==> src/rtl/ff_bank_pkg.sv <==
// rtl/ff_bank_pkg.sv - mode and SR-illegal encodings shared by the flip-flop bank
package ff_bank_pkg;

  localparam logic [1:0] MODE_D  = 2'b00;
  localparam logic [1:0] MODE_T  = 2'b01;
  localparam logic [1:0] MODE_JK = 2'b10;
  localparam logic [1:0] MODE_SR = 2'b11;

  localparam int SR_HOLD    = 0;
  localparam int SR_RST_DOM = 1;
  localparam int SR_SET_DOM = 2;

  // State taken by an SR cell when S=R=1, given the chosen resolution.
  function automatic logic sr_resolve(input int res, input logic q);
    if (res == SR_RST_DOM) return 1'b0;
    if (res == SR_SET_DOM) return 1'b1;
    return q;
  endfunction

endpackage

==> src/rtl/ff_cell_universal.sv <==
// rtl/ff_cell_universal.sv - one run-time configurable D/T/JK/SR flip-flop channel
module ff_cell_universal
  import ff_bank_pkg::*;
#(
  parameter int SR_ILLEGAL = SR_HOLD
) (
  input  logic       clk,
  input  logic       rst,
  input  logic       en,
  input  logic [1:0] mode,
  input  logic       a,
  input  logic       b,
  input  logic       rst_val,
  output logic       q,
  output logic       illegal
);

  logic q_nxt;

  always_comb begin
    q_nxt   = q;
    illegal = 1'b0;
    if (en) begin
      case (mode)
        MODE_D:  q_nxt = a;
        MODE_T:  q_nxt = a ? ~q : q;
        MODE_JK: begin
          case ({a, b})
            2'b00:   q_nxt = q;
            2'b01:   q_nxt = 1'b0;
            2'b10:   q_nxt = 1'b1;
            default: q_nxt = ~q;
          endcase
        end
        default: begin
          case ({a, b})
            2'b00:   q_nxt = q;
            2'b01:   q_nxt = 1'b0;
            2'b10:   q_nxt = 1'b1;
            default: begin
              q_nxt   = sr_resolve(SR_ILLEGAL, q);
              illegal = 1'b1;
            end
          endcase
        end
      endcase
    end
  end

  always_ff @(posedge clk) begin
    if (rst) q <= rst_val;
    else     q <= q_nxt;
  end

endmodule

==> src/rtl/ff_bank_universal.sv <==
// rtl/ff_bank_universal.sv - WIDTH-channel configurable flip-flop bank with illegal-SR logging
module ff_bank_universal
  import ff_bank_pkg::*;
#(
  parameter int               WIDTH        = 4,
  parameter int               CNT_W        = 8,
  parameter logic [WIDTH-1:0] RESET_Q      = '0,
  parameter logic [1:0]       DEFAULT_MODE = 2'b00,
  parameter int               SR_ILLEGAL   = 0
) (
  input  logic               clk,
  input  logic               rst,
  input  logic               en,
  input  logic               cfg_we,
  input  logic [2*WIDTH-1:0] cfg_mode,
  input  logic [WIDTH-1:0]   a,
  input  logic [WIDTH-1:0]   b,
  input  logic               err_clr,
  output logic [WIDTH-1:0]   q,
  output logic [WIDTH-1:0]   q_n,
  output logic [2*WIDTH-1:0] mode,
  output logic [WIDTH-1:0]   sr_err,
  output logic [CNT_W-1:0]   err_cnt
);

  localparam logic [CNT_W-1:0] CNT_MAX = '1;

  logic [WIDTH-1:0] illegal;
  logic             any_illegal;

  assign q_n         = ~q;
  assign any_illegal = |illegal;

  // Cells see the registered mode, so a cfg_we edge still updates q under the old mode.
  always_ff @(posedge clk) begin
    if (rst)         mode <= {WIDTH{DEFAULT_MODE}};
    else if (cfg_we) mode <= cfg_mode;
  end

  for (genvar i = 0; i < WIDTH; i++) begin : g_cell
    ff_cell_universal #(
      .SR_ILLEGAL(SR_ILLEGAL)
    ) u_cell (
      .clk     (clk),
      .rst     (rst),
      .en      (en),
      .mode    (mode[2*i+1:2*i]),
      .a       (a[i]),
      .b       (b[i]),
      .rst_val (RESET_Q[i]),
      .q       (q[i]),
      .illegal (illegal[i])
    );
  end

  // A fresh illegal event outranks err_clr so that no event is ever lost.
  always_ff @(posedge clk) begin
    if (rst) begin
      sr_err  <= '0;
      err_cnt <= '0;
    end else if (any_illegal) begin
      if (err_clr) begin
        sr_err  <= illegal;
        err_cnt <= CNT_W'(1);
      end else begin
        sr_err  <= sr_err | illegal;
        if (err_cnt != CNT_MAX) err_cnt <= err_cnt + CNT_W'(1);
      end
    end else if (err_clr) begin
      sr_err  <= '0;
      err_cnt <= '0;
    end
  end

endmodule

==> config.mk <==
export PLATFORM = sky130hd
export DESIGN_NAME = ff_bank_universal
export DESIGN_NICKNAME = d
export VERILOG_FILES = /design/src/rtl/ff_bank_pkg.sv /design/src/rtl/ff_cell_universal.sv /design/src/rtl/ff_bank_universal.sv
export SDC_FILE = /design/constraint.sdc
export NUM_CORES = 1
export LEC_CHECK = 0
export CAP_MARGIN = 10
export CORE_MARGIN = 2
export CORE_UTILIZATION = 45
export DETAILED_ROUTE_END_ITERATION = 10
export GPL_ROUTABILITY_DRIVEN = 0
export GPL_TIMING_DRIVEN = 1
export PLACE_DENSITY = 0.77
export SLEW_MARGIN = 15
export SYNTH_ARGS = -nofsm -noshare
export SYNTH_HDL_FRONTEND = slang
export SYNTH_SLANG_ARGS = --single-unit
==> constraint.sdc <==
create_clock -name clk -period 1.9 [get_ports clk]
set_input_delay 0.38 -clock clk [delete_from_list [all_inputs] [get_ports clk]]
set_output_delay 0.38 -clock clk [all_outputs]
set_load 0.05 [all_outputs]
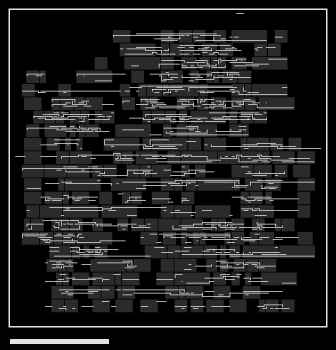
(run_1/met1.png)
The bar under the picture is 20 um long. Cells faint in the background.
- share of all routed wire: 46%
- main direction: horizontal
- wire length on this layer: 1710 um
- nets with wire on the layer: 251

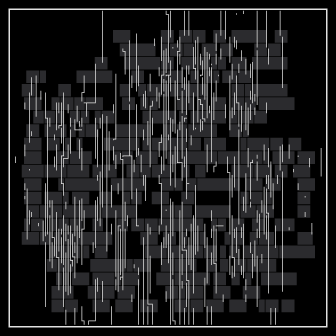
(run_1/met2.png)
Cells faint in the background.
- share of all routed wire: 49%
- main direction: vertical

==> reports/metrics.yaml, run 1 <==
floorplan:
  design.portCount: 49
  die_area_um2: 4070
min_path:
  hold_path.class: "register to register"
timing:
  timing.final.crit_share_pct: 88.5
  slew_headroom_pct: 64.5
  slew_violations: 0
  post_layout_worst_setup_margin_ps: 219
clock_network:
  clk_latency_ps: 320
  cts_buffers: 3
global_route:
  grt_max_degree: 24
  gr-usage-all-layers_pct: 19.0
flow_run:
  warning_count: 38
cells_and_area:
  fillers: 287
  layout-area-overhead-vs-synth_pct: 38.6
status:
  status: "complete, no violations"
pwr:
  p_comb_share_pct: 30.4
  p_int_uw: 744
  power_density_nw_per_um2: 497
yosys:
  synth.largest_area_cell: "dfxtp_1"
  synth-main-ff-cell: "dfxtp_1"
  fp_nets: 224
  synthMuxAreaShare_pct: 7.47
  ys_area_um2: 1610
  syn_avg_cell_area_um2: 8.65
  synth_xor_xnor_area_share_pct: 0
  yosysWarnings: 0
setup_path:
  sort_of_element_at_the_end_of_the_critical_path: "register"
  critPathMaxStageDelay_ps: 490
  critical_path_peak_fanout: 8
drt:
  number_of_remaining_drc_errors: 0
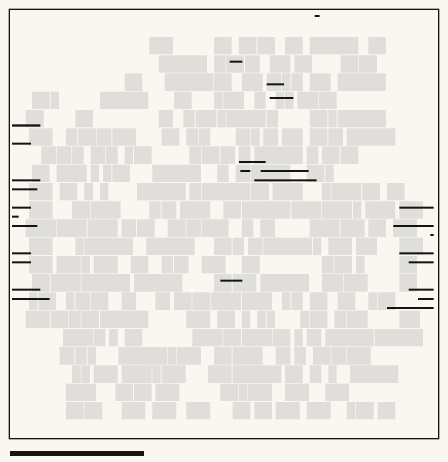
(run_1/met3.png)
The bar under the picture is 20 um long. Cells faint in the background.
- nets with wire on the layer: 25
- wire length on this layer: 97.1 um

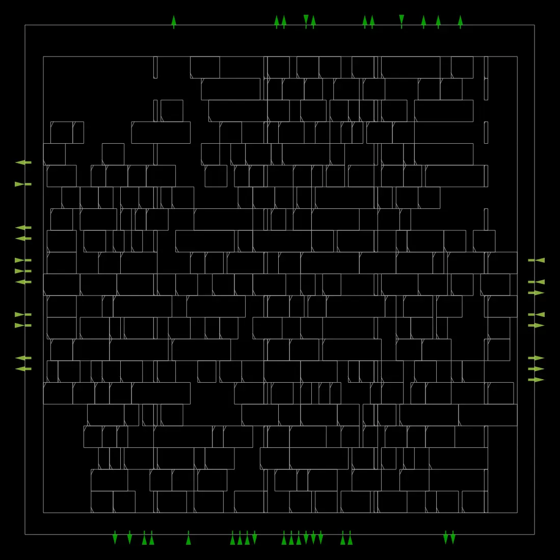
(run_1/final_placement.png)
Util after Layout: 65.8%
count of flip-flops and latches: 24

[run 1: critical path, delay by kind of cell]
family / cells / cell delay [ps]
and+or+nand+nor: 4 / 900
buffers and inverters: 1 / 490
adders and majority gates: 1 / 180
[run 1: through the flow]
stage,cells,cell area (um2),hold WS [ps]
after detailed placement,295,2200,463
after floorplan,186,1610,486
after global placement,295,2200,456
after CTS,298,2230,483
final,298,2230,480
after global routing,298,2230,505
[run 1: cell type report]
class / count / area (um2) / area share [%]
timing repair buffer: 72 / 602 / 27.0
tap: 46 / 57.6 / 2.58
clock buffer: 3 / 22.5 / 1.01
multi-input combinational: 137 / 1010 / 45.2
sequential: 24 / 480 / 21.5
inverter: 16 / 60.1 / 2.69
[run 1: flip-flops by register name, summed over array words and instances, names as in the netlist]
signal / cells
mode: 8
err_cnt: 8
g_cell.u_cell.q: 4
sr_err: 4
[run 1: placed cells by master (no fill, tap or decap), types with 3 or more instances in the layout]
cell type         n
a21oi_1          11
a31oi_1           4
buf_4            49
clkbuf_4          3
clkdlybuf4s50_1  20
dfxtp_1          24
ha_1             17
inv_1            16
mux2i_1          12
nand2_1           8
nand2b_1          7
nand3_1           4
nand4_1           4
nor2_1           14
nor2b_1           5
nor3b_1           4
o211ai_1          8
o21ai_0          11
[run 1: logic make-up after synthesis]
family | count (synthesis)
AOI/OAI and AO/OA | 47
adders and majority gates | 17
buffers and inverters | 25
DFF | 24
muxes | 12
and+or+nand+nor | 61
[run 1: worst paths after layout]
| path | start | endpoint | slack, ps | depth (start not counted) |
|---|---|---|---|---|
| max | b[3] | err_cnt[2] | 220 | 6 |
| min | sr_err[3] | sr_err[3] | 480 | 2 |
| max reg2reg | err_cnt[1] | err_cnt[0] | 370 | 5 |
| min reg2reg | sr_err[3] | sr_err[3] | 480 | 2 |
[run 1: power groups by stage]
stage | Combinational, mW | Clock (mW) | Sequential (mW)
floorplan | 0.174 | 0 | 0.592
global placement | 0.334 | 0 | 0.561
detailed placement | 0.339 | 0 | 0.561
CTS | 0.339 | 0.233 | 0.550
global route | 0.363 | 0.262 | 0.554
finish | 0.337 | 0.223 | 0.550
[run 1: what timing repair did]
item | 4_1_cts | 5_1_grt
resized | 1 | 2
cloned | 0 | 0
setup buffers | 0 | 0
endpoints found under the setup margin | 1 | 2
[run 1: layer usage]
layer	share of wire [%]	wire length, um	track usage [%]
met3	2.6	97	1.06
met4	1.5	57	6.52
met1	46	1710	24.0
met2	49	1830	34.0
met5	0	0	0
==> run_1/registers.png <==
Other sequential cells in the stronger grey, the rest of the logic in the fainter grey.
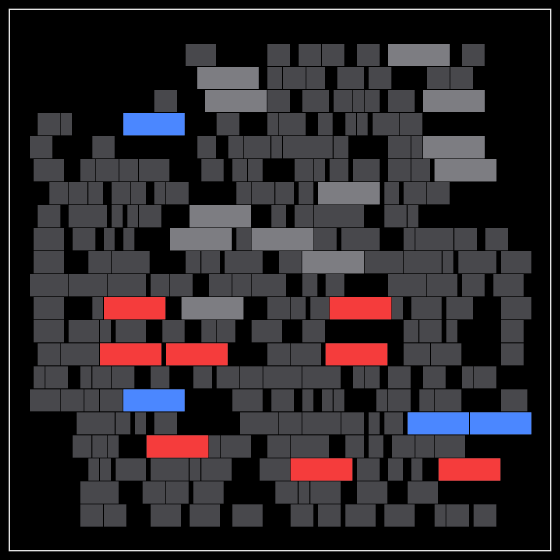

==> inputs of run 2 (changes only) <==
--- a/config.mk
+++ b/config.mk
@@ -6,12 +6,14 @@
 export NUM_CORES = 1
 export LEC_CHECK = 0
 export CAP_MARGIN = 10
+export CELL_PAD_IN_SITES_DETAIL_PLACEMENT = 0
+export CELL_PAD_IN_SITES_GLOBAL_PLACEMENT = 1
 export CORE_MARGIN = 2
-export CORE_UTILIZATION = 45
+export CORE_UTILIZATION = 34
 export DETAILED_ROUTE_END_ITERATION = 10
 export GPL_ROUTABILITY_DRIVEN = 0
 export GPL_TIMING_DRIVEN = 1
-export PLACE_DENSITY = 0.77
+export PLACE_DENSITY_LB_ADDON = 0.1
 export SLEW_MARGIN = 15
 export SYNTH_ARGS = -nofsm -noshare
 export SYNTH_HDL_FRONTEND = slang
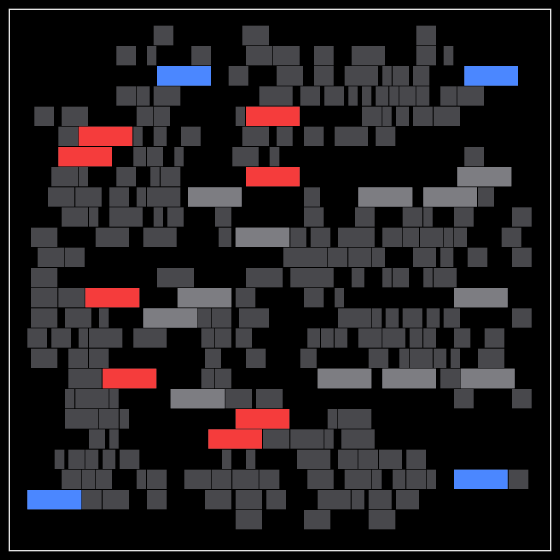
(run_2/registers.png)
Other sequential cells in the stronger grey, the rest of the logic in the fainter grey.
- red: mode (flops 8)
- blue: g_cell.u_cell.q (flops 4; where widely spread)
- not coloured: 12

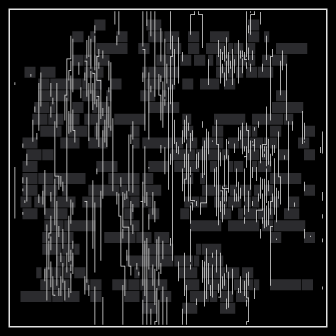
(run_2/met2.png)
Cells faint in the background.
- share of all routed wire: 50%
- wire length on this layer: 1940 um
- main direction: vertical
- nets with wire on the layer: 235

==> reports/metrics.yaml, run 2 <==
status:
  status: "complete, no violations"
pwr:
  power_density_nw_per_um2: 532  # +7.0%
  totalPowerFinal_mw: 1.18
cells_and_area:
  layout_top_cell_excl_fill_tap: "buf_4"
  layoutNonFillerInstCount: 302  # +1.3%
  layout-area-overhead-vs-synth_pct: 38.3
  top_cells_excl_fill_tap: "45 x buf_4, 24 x dfxtp_1, 23 x clkdlybuf4s50_1"
  top_regs: "err_cnt (8), mode (8)"
yosys:
  synth_xor_xnor_area_share_pct: 0  # unchanged
  synth.largest_area_cell: "dfxtp_1"
  fp_nets: 224  # unchanged
  postSynthRegisterBits: 24
  ys_area_um2: 1610  # unchanged
  synth-main-ff-cell: "dfxtp_1"
  yosysWarnings: 0  # unchanged
  syn_avg_cell_area_um2: 8.65  # unchanged
  synth_cells: 186
setup_path:
  sort_of_element_at_the_end_of_the_critical_path: "output port"
  critical_path_peak_fanout: 2  # -6
  path_delay_family: "buffers and inverters"
  reg2reg_slack_ps: 370  # about the same
  critical_path.n_buffers_inverters: 1  # unchanged
  critPathMaxStageDelay_ps: 810  # +320 ps
timing:
  slew_violations: 0  # unchanged
  crit_path_time_final_ps: 1810
  fin_hold_ws_ps: 487  # +7.11 ps
  timing.final.crit_share_pct: 95.2  # +6.7 points
  post_layout_worst_setup_margin_ps: 91.8  # -128 ps
  slew_headroom_pct: 66.9  # +2.3 points
floorplan:
  die_area_um2: 5300  # +30%
  design.portCount: 49  # unchanged
  core_region_area_um2: 4630
clock_network:
  cts_buffers: 3  # unchanged
  ctsResizeCount: 0  # -1
  cts_post_setup_buffers_inserted: 0  # unchanged
  cts.path.max_buffers: 2
  clk_latency_ps: 270  # -50 ps
global_route:
  grt_max_degree: 24  # unchanged
  gr-usage-all-layers_pct: 15.5  # -3.5 points
min_path:
  hold_path.class: "register to register"
drt:
  number_of_remaining_drc_errors: 0  # unchanged
  drt_pre_antenna_iters: 4
place:
  placed_cells: 299  # +1.4%
  placement.cell_area_um2: 2180  # -0.91%
flow_run:
  warning_count: 38  # unchanged
run 2: cell counts after synthesis:
Identical to the previous run, type by type.
run 2: logic make-up (layout without fill, tap and decap cells):
logic type,after synthesis,in the layout
AND-OR/OR-AND,47,47
adder cells (fa/ha/maj),17,17
buffers and inverters,25,87
flip-flops,24,24
multiplexers,12,12
AND/OR/NAND/NOR,61,61
run 2: cell type report:
type,count,area [um2]
Timing Repair Buffer,68,568
Multi-Input combinational cell,137,1010
Clock buffer,3,41.3
Inverter,16,60.1
Sequential cell,24,480
Fill cell,481,2400
Tap cell,54,67.6
run 2: layer usage:
metal / vias to the layer above / routed length (um) / global-route usage (%)
li1: 800 / - / -
met1: 729 / 1780 / 18.8
met2: 34 / 1940 / 27.2
met3: 2 / 148 / 3.73
met4: 0 / 26 / 4.32
met5: - / 0 / 0
run 2: worst paths after layout:
path,to,depth (start not counted),startpoint
setup reg to reg,err_cnt[1],5,err_cnt[1]
setup / recovery,sr_err[0],1,sr_err[0]
hold reg to reg,sr_err[3],2,sr_err[3]
hold / removal,sr_err[3],2,sr_err[3]
run 2: where the power goes:
part | internal (mW) | leakage [nW] | switching (mW)
combinational | 0.141 | 0.757 | 0.187
clock | 0.142 | 0.0216 | 0.163
sequential | 0.521 | 0.196 | 0.0295
==> run_2/final_placement.png <==
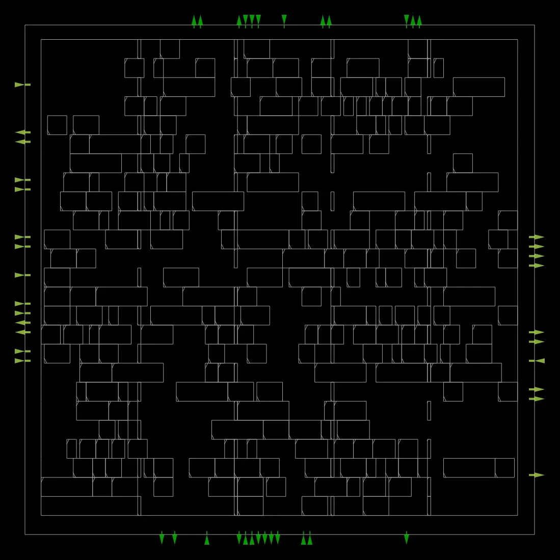

==> inputs of run 3 (changes only) <==
--- a/config.mk
+++ b/config.mk
@@ -8,7 +8,6 @@
 export CAP_MARGIN = 10
 export CELL_PAD_IN_SITES_DETAIL_PLACEMENT = 0
 export CELL_PAD_IN_SITES_GLOBAL_PLACEMENT = 1
-export CORE_MARGIN = 2
 export CORE_UTILIZATION = 34
 export DETAILED_ROUTE_END_ITERATION = 10
 export GPL_ROUTABILITY_DRIVEN = 0
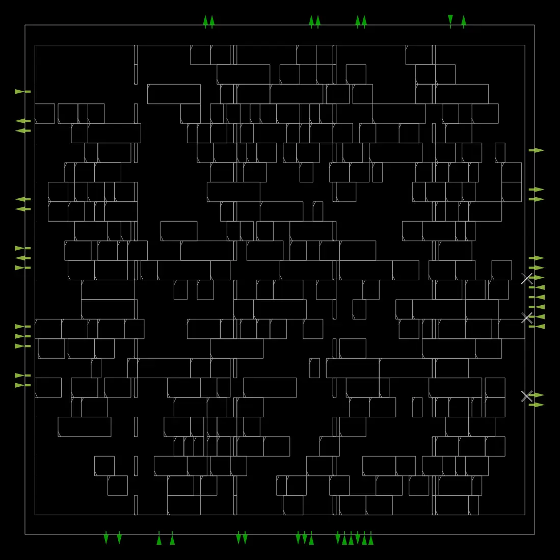
(run_3/final_placement.png)
filler instances: 426
inserted tap cell count: 52
register fraction of the total cell area: 21.6%

==> reports/metrics.yaml, run 3 <==
yosys:
  synth_cells: 186  # unchanged
  syn_avg_cell_area_um2: 8.65  # unchanged
  yosysWarnings: 0  # unchanged
  postSynthRegisterBits: 24  # unchanged
  fp_nets: 224  # unchanged
  ys_area_um2: 1610  # unchanged
setup_path:
  reg2reg_slack_ps: 310  # -60 ps
  arrival_ps: 1420
  sort_of_element_at_the_end_of_the_critical_path: "output port"
  critPathMaxStageDelay_ps: 810  # about the same
  critical_path_peak_fanout: 2  # unchanged
  path_delay_family: "buffers and inverters"
  critical_path.n_buffers_inverters: 1  # unchanged
clock_network:
  cts_post_setup_buffers_inserted: 0  # unchanged
  cts_buffers: 3  # unchanged
  cts.path.max_buffers: 2  # unchanged
  ctsResizeCount: 0  # unchanged
global_route:
  globalRoute.busiestLayer: "met2"
  gr-usage-all-layers_pct: 17.2  # +1.7 points
  grt_max_degree: 24  # unchanged
  groute.layer.met3.usage_pct: 4.27  # +0.54 points
  gr-usage-met2_pct: 30.6  # +3.4 points
timing:
  crit_path_time_final_ps: 1800  # -9.40 ps
  slew_headroom_pct: 65.9  # -0.97 points
  fin_tns_setup_ps: 0
  slew_violations: 0  # unchanged
  timing.final.crit_share_pct: 94.7  # -0.49 points
min_path:
  hold_path.class: "register to register"
floorplan:
  core_region_area_um2: 4440  # -4.0%
  die_area_um2: 5010  # -5.4%
  design.portCount: 49  # unchanged
status:
  failed_checks: "design-rule violations"
  status: "complete, but fails checks"
place:
  io_buffers: 48
  dp.final_hpwl_mm: 3.06
  placed_cells: 297  # -0.67%
cells_and_area:
  layout_top_cell_excl_fill_tap: "buf_4"
  top_regs: "err_cnt (8), mode (8)"
  layout-area-overhead-vs-synth_pct: 38.2
  layoutNonFillerInstCount: 300  # -0.66%
drt:
  number_of_remaining_drc_errors: 6  # +6
pwr:
  power_density_nw_per_um2: 530  # -0.45%
flow_run:
  warning_count: 38  # unchanged
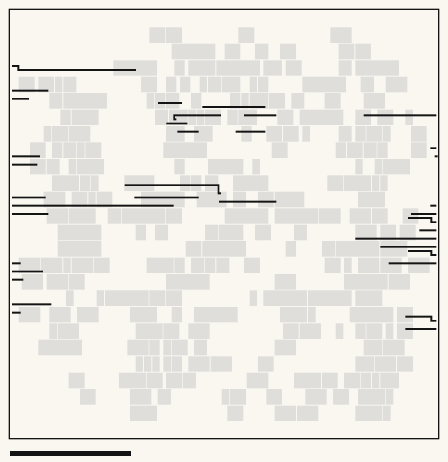
(run_3/met3.png)
The bar under the picture is 20 um long. Cells faint in the background.
- longest straight run: 26.4 um
- nets with wire on the layer: 34
- wire length on this layer: 235 um
- main direction: horizontal

run 3: cell counts after synthesis:
No cell type changed its count.
run 3: final cells by class:
class / count / area, um2 / share of cell area [%]
Tap cell: 52 / 65.1 / 2.93
Sequential cell: 24 / 480 / 21.6
Inverter: 16 / 60.1 / 2.70
Clock buffer: 3 / 41.3 / 1.86
Timing Repair Buffer: 68 / 568 / 25.5
Multi-Input combinational cell: 137 / 1010 / 45.4
run 3: stage by stage:
step                      hold slack, ps  power [mW]  area [um2]  worst slack (ps)
after global placement               465       0.888        2180              -123
final                                473        1.18        2220               101
after global routing                 513        1.25        2220              32.3
after detailed placement             462       0.898        2180              -130
after CTS                            476        1.20        2220              75.9
after floorplan                      486       0.765        1610               100
run 3: tightest hold or removal path, delay by kind of cell (launching register included):
kind / cells / cell delay, ps
AOI/OAI and AO/OA: 1 / 60
DFF: 1 / 310
and+or+nand+nor: 1 / 60
run 3: kinds of logic after synthesis:
family	Yosys count	share of synthesized area, %
adders and majority gates	17	13.2
muxes	12	7.47
DFF	24	29.9
buffers and inverters	25	7.47
AOI/OAI and AO/OA	47	19.9
and+or+nand+nor	61	22.1
run 3: report_power, final:
part	switching (mW)	total (mW)	internal (mW)
clock	0.151	0.293	0.142
sequential	0.0286	0.550	0.521
combinational	0.191	0.335	0.144
total	0.371	1.18	0.807
run 3: worst paths after layout:
path / from / endpoint / cells after the start
worst min register to register: sr_err[1] / sr_err[1] / 2
worst max register to register: err_cnt[0] / err_cnt[1] / 5
worst max-delay path: sr_err[3] / sr_err[3] / 1
worst min-delay path: sr_err[1] / sr_err[1] / 2
run 3: layer usage:
metal | up-vias | part of all wire [%]
met1 | 752 | 44
li1 | 799 | -
met4 | 0 | 0.52
met3 | 2 | 5.8
met2 | 46 | 50
met5 | - | 0
No activity file was given, so power comes from the tool's default toggle rates.
